File: src/rtl/seq_multiply_param.sv
// Iterative shift-add multiplier: one partial product per clock, signed/unsigned per
// operation, optional early exit once the remaining multiplier bits are all zero.
module seq_multiply_param #(
    parameter int unsigned WIDTH      = 16,
    parameter bit          EARLY_EXIT = 1'b0
) (
    input  logic                 clk,
    input  logic                 rst,
    input  logic                 start,
    input  logic                 is_signed,
    input  logic [WIDTH-1:0]     multiplier,
    input  logic [WIDTH-1:0]     multiplicand,
    output logic [2*WIDTH-1:0]   product,
    output logic                 ready,
    output logic                 busy,
    output logic                 done
);
    localparam int unsigned CW = (WIDTH > 1) ? $clog2(WIDTH) : 1;

    typedef enum logic [1:0] {
        IDLE,
        CALC,
        DONE
    } state_t;

    state_t             state;
    logic [WIDTH-1:0]   mplr;
    logic [2*WIDTH-1:0] mcand;
    logic [2*WIDTH-1:0] acc;
    logic [CW-1:0]      cnt;
    logic               neg;

    logic [WIDTH-1:0]   mag_a;
    logic [WIDTH-1:0]   mag_b;
    logic [WIDTH-1:0]   mplr_next;
    logic [2*WIDTH-1:0] acc_next;
    logic               last;
    logic               accept;

    // Magnitudes are taken as unsigned WIDTH bits, so |-2^(WIDTH-1)| fits without overflow.
    always_comb begin
        mag_a     = (is_signed && multiplier[WIDTH-1])   ? -multiplier   : multiplier;
        mag_b     = (is_signed && multiplicand[WIDTH-1]) ? -multiplicand : multiplicand;
        mplr_next = mplr >> 1;
        acc_next  = mplr[0] ? (acc + mcand) : acc;
        last      = (cnt == CW'(WIDTH - 1)) || (EARLY_EXIT && (mplr_next == '0));
        accept    = start && ready;
    end

    always_ff @(posedge clk) begin
        if (rst) begin
            state   <= IDLE;
            product <= '0;
            ready   <= 1'b1;
            busy    <= 1'b0;
            done    <= 1'b0;
            mplr    <= '0;
            mcand   <= '0;
            acc     <= '0;
            cnt     <= '0;
            neg     <= 1'b0;
        end else begin
            done <= 1'b0;
            case (state)
                IDLE, DONE: begin
                    if (accept) begin
                        mplr  <= mag_a;
                        mcand <= {{WIDTH{1'b0}}, mag_b};
                        acc   <= '0;
                        cnt   <= '0;
                        neg   <= is_signed && (multiplier[WIDTH-1] ^ multiplicand[WIDTH-1]);
                        state <= CALC;
                        ready <= 1'b0;
                        busy  <= 1'b1;
                    end else begin
                        state <= IDLE;
                        ready <= 1'b1;
                        busy  <= 1'b0;
                    end
                end
                CALC: begin
                    acc   <= acc_next;
                    mplr  <= mplr_next;
                    mcand <= mcand << 1;
                    cnt   <= cnt + 1'b1;
                    if (last) begin
                        product <= neg ? -acc_next : acc_next;
                        state   <= DONE;
                        ready   <= 1'b1;
                        busy    <= 1'b0;
                        done    <= 1'b1;
                    end
                end
                default: begin
                    state <= IDLE;
                    ready <= 1'b1;
                    busy  <= 1'b0;
                end
            endcase
        end
    end

endmodule
File: config.mk
export PLATFORM = sky130hd
export DESIGN_NAME = seq_multiply_param
export DESIGN_NICKNAME = d
export VERILOG_FILES = /design/src/rtl/seq_multiply_param.sv
export SDC_FILE = /design/constraint.sdc
export NUM_CORES = 1
export LEC_CHECK = 0
export CAP_MARGIN = 20
export CORE_ASPECT_RATIO = 0.9
export CORE_MARGIN = 2
export CORE_UTILIZATION = 59
export DETAILED_ROUTE_END_ITERATION = 7
export PLACE_DENSITY_LB_ADDON = 0.1
export SLEW_MARGIN = 20
export SYNTH_ARGS = -nofsm -noshare
export SYNTH_HDL_FRONTEND = slang
export SYNTH_SLANG_ARGS = --single-unit
File: constraint.sdc
create_clock -name clk -period 4.5 [get_ports clk]
set_input_delay 0.9 -clock clk [delete_from_list [all_inputs] [get_ports clk]]
set_output_delay 0.9 -clock clk [all_outputs]
set_load 0.02 [all_outputs]
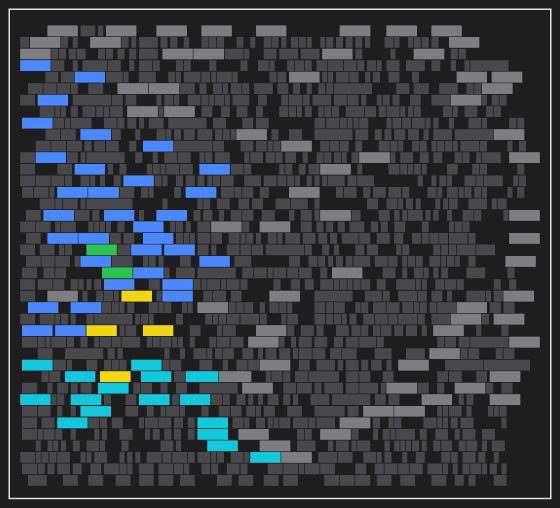
Figure 1: run 1, where the registers sit.
Other sequential cells in the stronger grey, the rest of the logic in the fainter grey.
yellow -> cnt  # sequential cells 4
blue -> product  # sequential cells 32
cyan -> mplr  # sequential cells 16
green -> state  # sequential cells 2
not coloured = 67
end-of-flow core utilization: 0.7087
flop share of the area: 0.2560
sequential-cell power consumption: 1.14 mW

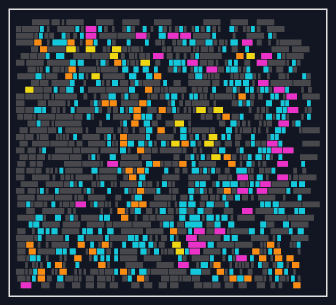
Figure 2: run 1, selected gate families.
cyan -> inverting AOI/OAI gates  # cells 318, most used a21oi_1, where spread over the die
orange -> XOR/XNOR gates  # cells 64, most used xnor2_1, where spread over the die
yellow -> multiplexers  # cells 17, most used mux2_2
magenta -> adder and majority cells  # cells 36, most used ha_1
number of non-filler instances in the completed layout: 1,301
most frequent standard cell in the layout excluding fill and tap cells: nand2_1
logic gate fraction of the total cell area: 0.5643

==> run summary, run 1 <==
Here are the numbers from the latest Yosys + OpenROAD run.

The clock period minus final worst setup slack is ~4.3 ns. The largest registers in the layout are acc: 32 flops, mcand: 32 flops, product: 32 flops. According to the Yosys statistics, the synthesized design has a chip area of 8093 um2. The final setup slack of the worst path is ~0.22 ns. The tally of yosys warning messages came out at 0. The most frequent cell after synthesis is nand2_1. The clock transition at the registers of the reported paths came out at ~0.060 ns. The cell type that accounts for the most area after synthesis is dfxtp_1. The standard-cell row count came out at ~40.

The multi-input combinational gate total came out at slightly below 900. The fraction of the core area occupied by cells at floorplan came out at 0.6056. The horizontal die dimension reported for this design is roughly 130 um.

The flow ran to the end, and the final reports show no timing, DRC or antenna violations. Of all the cell area in the finished design, non-clock buffers hold 0.08958. Setup slack on the worst path after placement came out at roughly 0.14 ns. Global routing put the most usage on met1. The total cell area at the placement stage came out at between 8000 and 9000 um2. In the final layout, the share of cells above drive strength 1 is 0.07326. By area, the class that comes first in the final layout consists of multi-input combinational cells. The height of the die is 115.1 um.

The clock sink count came out at ~120. The wire length on met1 came out at 11.29 mm. The maximum vdd ir drop came out at 0.2669 mV.
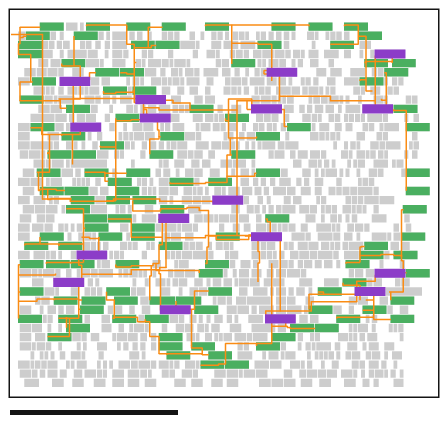
Figure 3: run 1, routed clock nets over the placement.
Scale bar: 50 um.
purple -> cells driving clock nets  # count 17
green -> flip-flops  # count 121
orange -> clock wires  # length 1,660 um
flops lie = spread over the die
routed clock nets = 18
Late-Pin Clk Latency: 0.43 ns
Clock group: 1.36 mW
Max Clock Skew: 0.007305 ns
clock share of power: 0.458

==> run 1: worst paths after layout <==
kind,end,slack [ns],cells past startpoint
setup reg to reg,product[25],0.22,12
hold reg to reg,product[5],0.46,2
hold / removal,product[5],0.46,2
setup / recovery,product[25],0.22,12
==> run 1: power breakdown <==
part / internal (mW) / switching, mW / total, mW
logic: 0.168 / 0.302 / 0.470
clock network: 0.831 / 0.527 / 1.36
registers: 1.10 / 0.0335 / 1.14
==> run 1: what timing repair did <==
action / CTS / global route
gates resized: 0 / 4
endpoints found under the setup margin: 0 / 4
hold buffers: 0 / 0
setup buffers: 0 / 1
==> run 1: logic make-up after synthesis <==
logic type                 Yosys count  share of synthesized area
buffers and inverters               94                    0.04391
xor gates and xnor gates            64                    0.06926
muxes                               17                    0.02242
AOI/OAI and AO/OA                  347                     0.2689
and+or+nand+nor                    411                     0.2396
adders and majority gates           36                    0.05659
DFF                                121                     0.2993
==> run 1: placed cells by master (no fill, tap or decap), drive strengths merged, types with 9 or more instances in the layout <==
| cell type | Yosys | routed |
|---|---|---|
| inv | 15 | 18 |
| nor3 | 25 | 25 |
| nand2 | 149 | 149 |
| buf | 10 | 21 |
| a211oi | 18 | 18 |
| nand4 | 15 | 15 |
| dfxtp | 121 | 121 |
| nor2 | 97 | 97 |
| and2 | 9 | 9 |
| xor2 | 27 | 27 |
| xnor2 | 37 | 37 |
| a21o | 9 | 9 |
| clkdlybuf4s50 | 0 | 69 |
| a22oi | 34 | 34 |
| nand3 | 48 | 48 |
| clkbuf | 69 | 18 |
| o31ai | 16 | 16 |
| a21oi | 146 | 146 |
| o21ai | 52 | 52 |
| a31oi | 15 | 15 |
| mux2 | 9 | 9 |
| nor4 | 10 | 10 |
| ha | 35 | 35 |
==> run 2: changes to the inputs <==
--- a/config.mk
+++ b/config.mk
@@ -8,7 +8,7 @@
 export CAP_MARGIN = 20
 export CORE_ASPECT_RATIO = 0.9
 export CORE_MARGIN = 2
-export CORE_UTILIZATION = 59
+export CORE_UTILIZATION = 35
 export DETAILED_ROUTE_END_ITERATION = 7
 export PLACE_DENSITY_LB_ADDON = 0.1
 export SLEW_MARGIN = 20
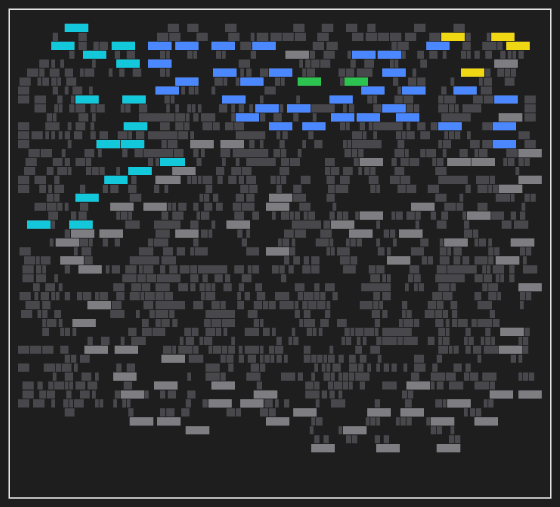
Figure 4: run 2, where the registers sit.
Other sequential cells in the stronger grey, the rest of the logic in the fainter grey.
yellow -> cnt  # sequential cells 4, where north-east
green -> state  # sequential cells 2
cyan -> mplr  # sequential cells 16
blue -> product  # sequential cells 32
end-of-flow core utilization: 0.4278
flop share of the area: 0.2510
Reg area: 2425 um2

==> run 2 against run 1 <==
Effect of this change: routed wire length increased by 4.5%; sequential cell count stayed put; final cell count is 10% higher; worst hold slack worse by 0.0034 ns; synthesized area is the same; maximum frequency up 0.57%; setup slack improved by 0.024 ns; clock-buffer cell count is the same; synthesized cell count unchanged.
==> run summary, run 2 <==
Here are the numbers from the latest Yosys + OpenROAD run.

The final setup slack of the worst path is between 0.2 and 0.25 ns. The initial utilization of the core area, before any placement, comes to 0.3585. The most frequent standard cell in the layout excluding fill and tap cells is nand2_1. The cell count after synthesis came out at 1,090. The flow ran to the end, and the final reports show no timing, DRC or antenna violations.

The registers reported with the highest flop counts are acc: 32 flops, mcand: 32 flops, product: 32 flops. Logged for this run, the post-placement worst setup slack is 0.1088 ns. The total clock network power is 1.41 mW. The share of final-layout standard cells stronger than drive strength 1 is 0.07319. The die width is 164.3 um.

The worst setup path is captured at a flop. The switching component of the power is 918.1 uW. The total count of hold-check failures in the final report came out at 0.

By instance count after routing, the leading logic cell types are nand2_1 (149), a21oi_1 (145), dfxtp_1 (119), nor2_1 (95), clkdlybuf4s50_1 (69). In the placement report, post-DP HPWL is listed as 17.16 mm. The combined global-route utilization of all metal layers came out at 0.2017. The clock transition at the registers of the reported paths is around 0.07 ns. The post-route report lists met1 wire length as ~11 mm. The final worst clock skew came out at approximately 0.011 ns.

Looking at the setup timing report, the critical path kind is reg -> reg. The share of the yosys chip area belonging to registers is 0.2993. The latest clock arrival within the worst-skew pair is 0.43 ns. Of the total power, combinational logic draws 0.157. The die covers between 20,000 and 25,000 um2. The combinational-cell power consumption came out at about 470 uW. The maximum vdd ir drop came out at approximately 0.23 mV. The yosys stat chip area came out at 8093 um2. The internal portion of total power is around 2.1 mW.

The synthesized design spends more area on one cell type than any other, namely dfxtp_1. The tally of yosys warning messages is 0. The die is between 100 and 150 um tall. Sorting the synthesis cell report by count puts at the top nand2_1.

The clock sink count is roughly 120. Per STA, the worst path is made up of ha_1 > fa_2 > a211oi_4 > o21a_1 > nor4_1 > o31ai_1 > mux2_2 > a221o_1 > or4_4 > or2_1 > or4_1 > a31oi_1. The clock share of power came out at 0.466. The via total after detailed routing came out at between 7,000 and 8,000. In this run the most used layer during global routing was met2. Subtracting the final worst setup slack from the clock period gives roughly 4.3 ns.

Per report_power, the Sequential row totals between 1 and 1.5 mW. The switching portion of total power comes to 0.3039. In the power breakdown, the biggest contributor is clock. The share of total power in sequential cells is 0.377.

The antenna diode count came out at 0. Note that the worst hold path type here is reg -> reg.
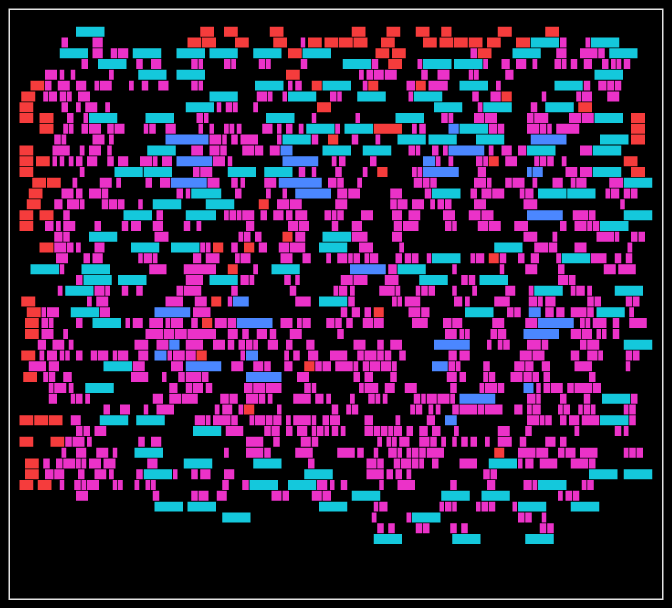
Figure 5: run 2, placed cells, one colour a class.
blue -> clock drivers and dummy loads  # cells 32, share of their area 6.4%
red -> other buffers and delay cells  # cells 91, share of their area 9.3%
cyan -> flip-flops  # cells 121, share of their area 26%
magenta -> all other logic  # cells 890, share of their area 58%
number of placement rows: 52
area of the placeable core: 22,580 um2
post-route cell area: 9659 um2

[run 2: cell types whose count changed in the layout (fill, tap and decap cells not counted), sizes merged]
cell      previous run  this run
buf                 21        22
clkinv               7         3
inv                 18        20
clkinvlp             2         4
[run 2: final cells by class]
class	instances	area (um2)	share of cell area
clock buffer	18	429.2	0.04443
timing repair buffer	91	868.3	0.08990
tap	297	371.6	0.03847
inverter	15	56.30	0.005829
multi-input combinational	875	5344	0.5532
clock inverter	14	165.2	0.01710
sequential	121	2425	0.2510
[run 2: repair_timing]
item                       in CTS  in global routing
setup endpoints to repair       0                  4
hold buffers                    0                  0
resized                         0                  4
buffers inserted                0                  1
[run 2: worst paths after layout]
kind | start | to | slack (ns) | depth (start not counted)
worst max-delay path | mcand[0] | product[25] | 0.24 | 12
worst min-delay path | product[8] | product[8] | 0.45 | 2
worst max register to register | mcand[0] | product[25] | 0.24 | 12
worst min register to register | product[8] | product[8] | 0.45 | 2
[run 2: per-stage QoR]
stage / std cells / power, mW / hold WS (ns) / instance area (um2) / utilization
floorplan: 1090 / 1.470 / 0.4494 / 8093 / -
global placement: 1398 / 1.636 / 0.4441 / 9042 / 0.4005
detailed placement: 1398 / 1.637 / 0.4507 / 9042 / 0.4005
CTS: 1430 / 3.048 / 0.4579 / 9637 / 0.4268
global route: 1431 / 3.155 / 0.4711 / 9659 / 0.4278
finish: 1431 / 3.022 / 0.4524 / 9659 / 0.4278
[run 2: cell families (layout without fill, tap and decap cells)]
kind of cell	after synthesis	in the layout	share of synthesized area
AND-OR/OR-AND	347	347	0.2689
XOR/XNOR	64	64	0.06926
adder cells (fa/ha/maj)	36	36	0.05659
buffers and inverters	94	138	0.04391
flip-flops	121	121	0.2993
multiplexers	17	17	0.02242
AND/OR/NAND/NOR	411	411	0.2396
==> run 3: changes to the inputs <==
--- a/config.mk
+++ b/config.mk
@@ -10,6 +10,7 @@
 export CORE_MARGIN = 2
 export CORE_UTILIZATION = 35
 export DETAILED_ROUTE_END_ITERATION = 7
+export GPL_TIMING_DRIVEN = 0
 export PLACE_DENSITY_LB_ADDON = 0.1
 export SLEW_MARGIN = 20
 export SYNTH_ARGS = -nofsm -noshare
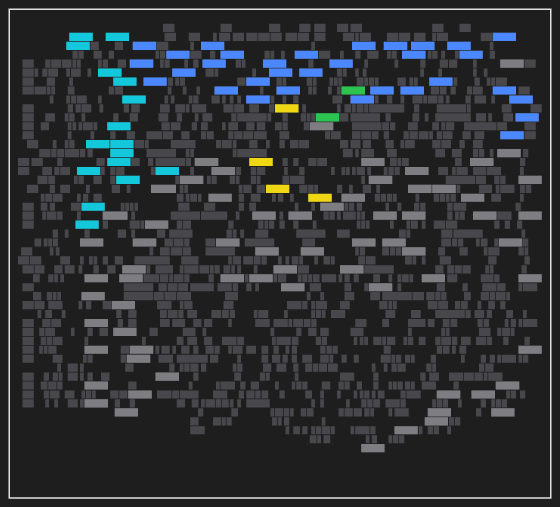
Figure 6: run 3, where the registers sit.
Other sequential cells in the stronger grey, the rest of the logic in the fainter grey.
blue -> product  # sequential cells 32, where a band across the top
yellow -> cnt  # sequential cells 4
green -> state  # sequential cells 2
cyan -> mplr  # sequential cells 16
not coloured = 67
end-of-flow core utilization: 0.4414
flop share of the area: 0.2433

==> run 3 against run 2 <==
Effect of this change: total power increased by 3.3%; global-route usage increased by 2.0 points; synthesized cell count unchanged; final cell count increased by 4.5%; die size unchanged; via count increased by 4.5%; core utilization increased by 1.4 points; setup slack got worse by 0.21 ns; non-clock buffer count increased by 64; critical endpoint is now product[31]; largest cell class unchanged; highest routed layer is now met4.
==> run summary, run 3 <==
Here are the numbers from the latest Yosys + OpenROAD run.

Among logic cells in the layout, the one with the most instances is nand2_1. The antenna diode count came out at 0. The clock period minus final worst setup slack came out at 4.467 ns. The number of hold buffers added after CTS was 0. The via total after detailed routing is between 8,000 and 9,000.

The maximum vdd ir drop came out at about 0.24 mV. The global routing stage identified its most utilized layer as met2. The run finished with clean final reports. The final report lists a non-filler cell total of around 1,500.

The startpoint identified for the worst hold timing path is product[14]. The wire length on met1 is ~13 mm. In the final layout, the share of cells above drive strength 1 is 0.06761. The total cell area at the placement stage is 9155 um2.

The total power of the final layout came out at between 3 and 4 mW. Counting the warning lines in the Yosys log gives 0. The cell count after synthesis came out at 1,090. Yosys instantiated no cell more often than nand2_1. The final worst clock skew is just under 0.008 ns. The start-to-end type of the worst setup path is reg -> reg. The height of the die is ~150 um. The share of the yosys chip area belonging to registers is 0.2993.

Hold timing on the final database bottoms out at a slack of ~0.45 ns. The clock transition at the registers of the reported paths came out at around 0.060 ns. The number of cells after detailed placement is approximately 1,500. The startpoint of the worst register-to-register path is acc[0]. For met2 alone, demand over resource in global routing was 0.3759. The largest registers in the layout are acc: 32 flops, mcand: 32 flops, product: 32 flops. The sum of net half-perimeters after detailed placement came out at approximately 21 mm.

The top layer reached by signal wires is met4. The met1 demand-to-capacity share in global routing came out at 0.2945. The final setup slack of the worst path came out at about 0.033 ns.

The number of nets in the final layout is roughly 1,300. The die area came out at around 24,000 um2. The initialized floorplan defines 52 standard-cell rows.

The area inside the core boundary came out at 22,580 um2. The latest clock arrival within the worst-skew pair came out at 0.43 ns. The I/O pin total came out at 71.

Per the final timing report, the hold violations number 0. The number of antenna violations at the first check in global routing came out at 0. The fraction of the core area occupied by cells at floorplan is 0.3585. Of all cell types, the one taking the most synthesized area is dfxtp_1. The critical path endpoint category is a flop.

The worst setup slack before clock tree synthesis came out at -0.2351 ns. The DRC violation count after routing is 0. Setup violations remaining at the end of the flow were counted as 0.

Per the cell usage report, the commonest logic cells after layout are nand2_1 (149), a21oi_1 (143), dfxtp_1 (119), nor2_1 (97), clkdlybuf4s50_1 (69). Per STA, the startpoint of the critical path is acc[0]. The die is between 150 and 200 um wide.
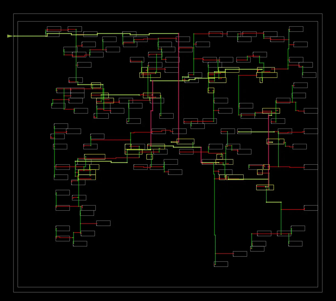
Figure 7: run 3, clock wiring as the flow saved it.
Seq Cell Count: 121
Clock group: 1.46 mW
number of buffers added by the clock tree synthesis step: 17
CTS Sinks: 121

## run 3: cell counts after synthesis
No cell type changed its count.
## run 3: what timing repair did
action,CTS,global route
setup buffers,0,10
gates resized,4,23
pin swaps,0,12
endpoints found under the setup margin,5,11
## run 3: worst max-delay path, cell delays in order (launching register included)
cell	delay, ns
dfxtp_2	0.34
ha_4	0.16
fa_2	0.40
a211oi_4	0.35
o21a_1	0.24
o221ai_4	0.16
nor4_4	0.30
nand4_1	0.19
or4_4	0.60
or4_4	0.59
or2_0	0.23
buf_4	0.16
o41ai_4	0.34
xor2_1	0.11
a22o_1	0.18
## run 3: final timing paths
check	cells after the start	slack, ns	end
max reg2reg	14	0.03	product[31]
min	2	0.45	product[14]
max	14	0.03	product[31]
min reg2reg	2	0.45	product[14]
## run 3: final cells by class
type                            count  area, um2
Timing Repair Buffer               79      765.7
Clock inverter                     12      163.9
Tap cell                          297      371.6
Buffer                             76      291.5
Sequential cell                   121       2425
Fill cell                        2374      12610
Multi-Input combinational cell    875       5435
Inverter                           15      56.30
Clock buffer                       20      456.7
## run 3: kinds of logic (layout without fill, tap and decap cells)
kind of cell / count (synthesis) / after routing / share of synthesized area
muxes: 17 / 17 / 0.02242
xor gates and xnor gates: 64 / 64 / 0.06926
and+or+nand+nor: 411 / 411 / 0.2396
buffers and inverters: 94 / 202 / 0.04391
adders and majority gates: 36 / 36 / 0.05659
AOI/OAI and AO/OA: 347 / 347 / 0.2689
DFF: 121 / 121 / 0.2993
## run 3: report_power, final
group          switching [mW]  total, mW  internal [mW]
clock network           0.552       1.46          0.908
logic                   0.346      0.526          0.181
registers              0.0313       1.14           1.10
Power is estimated from default activity; no workload was simulated.
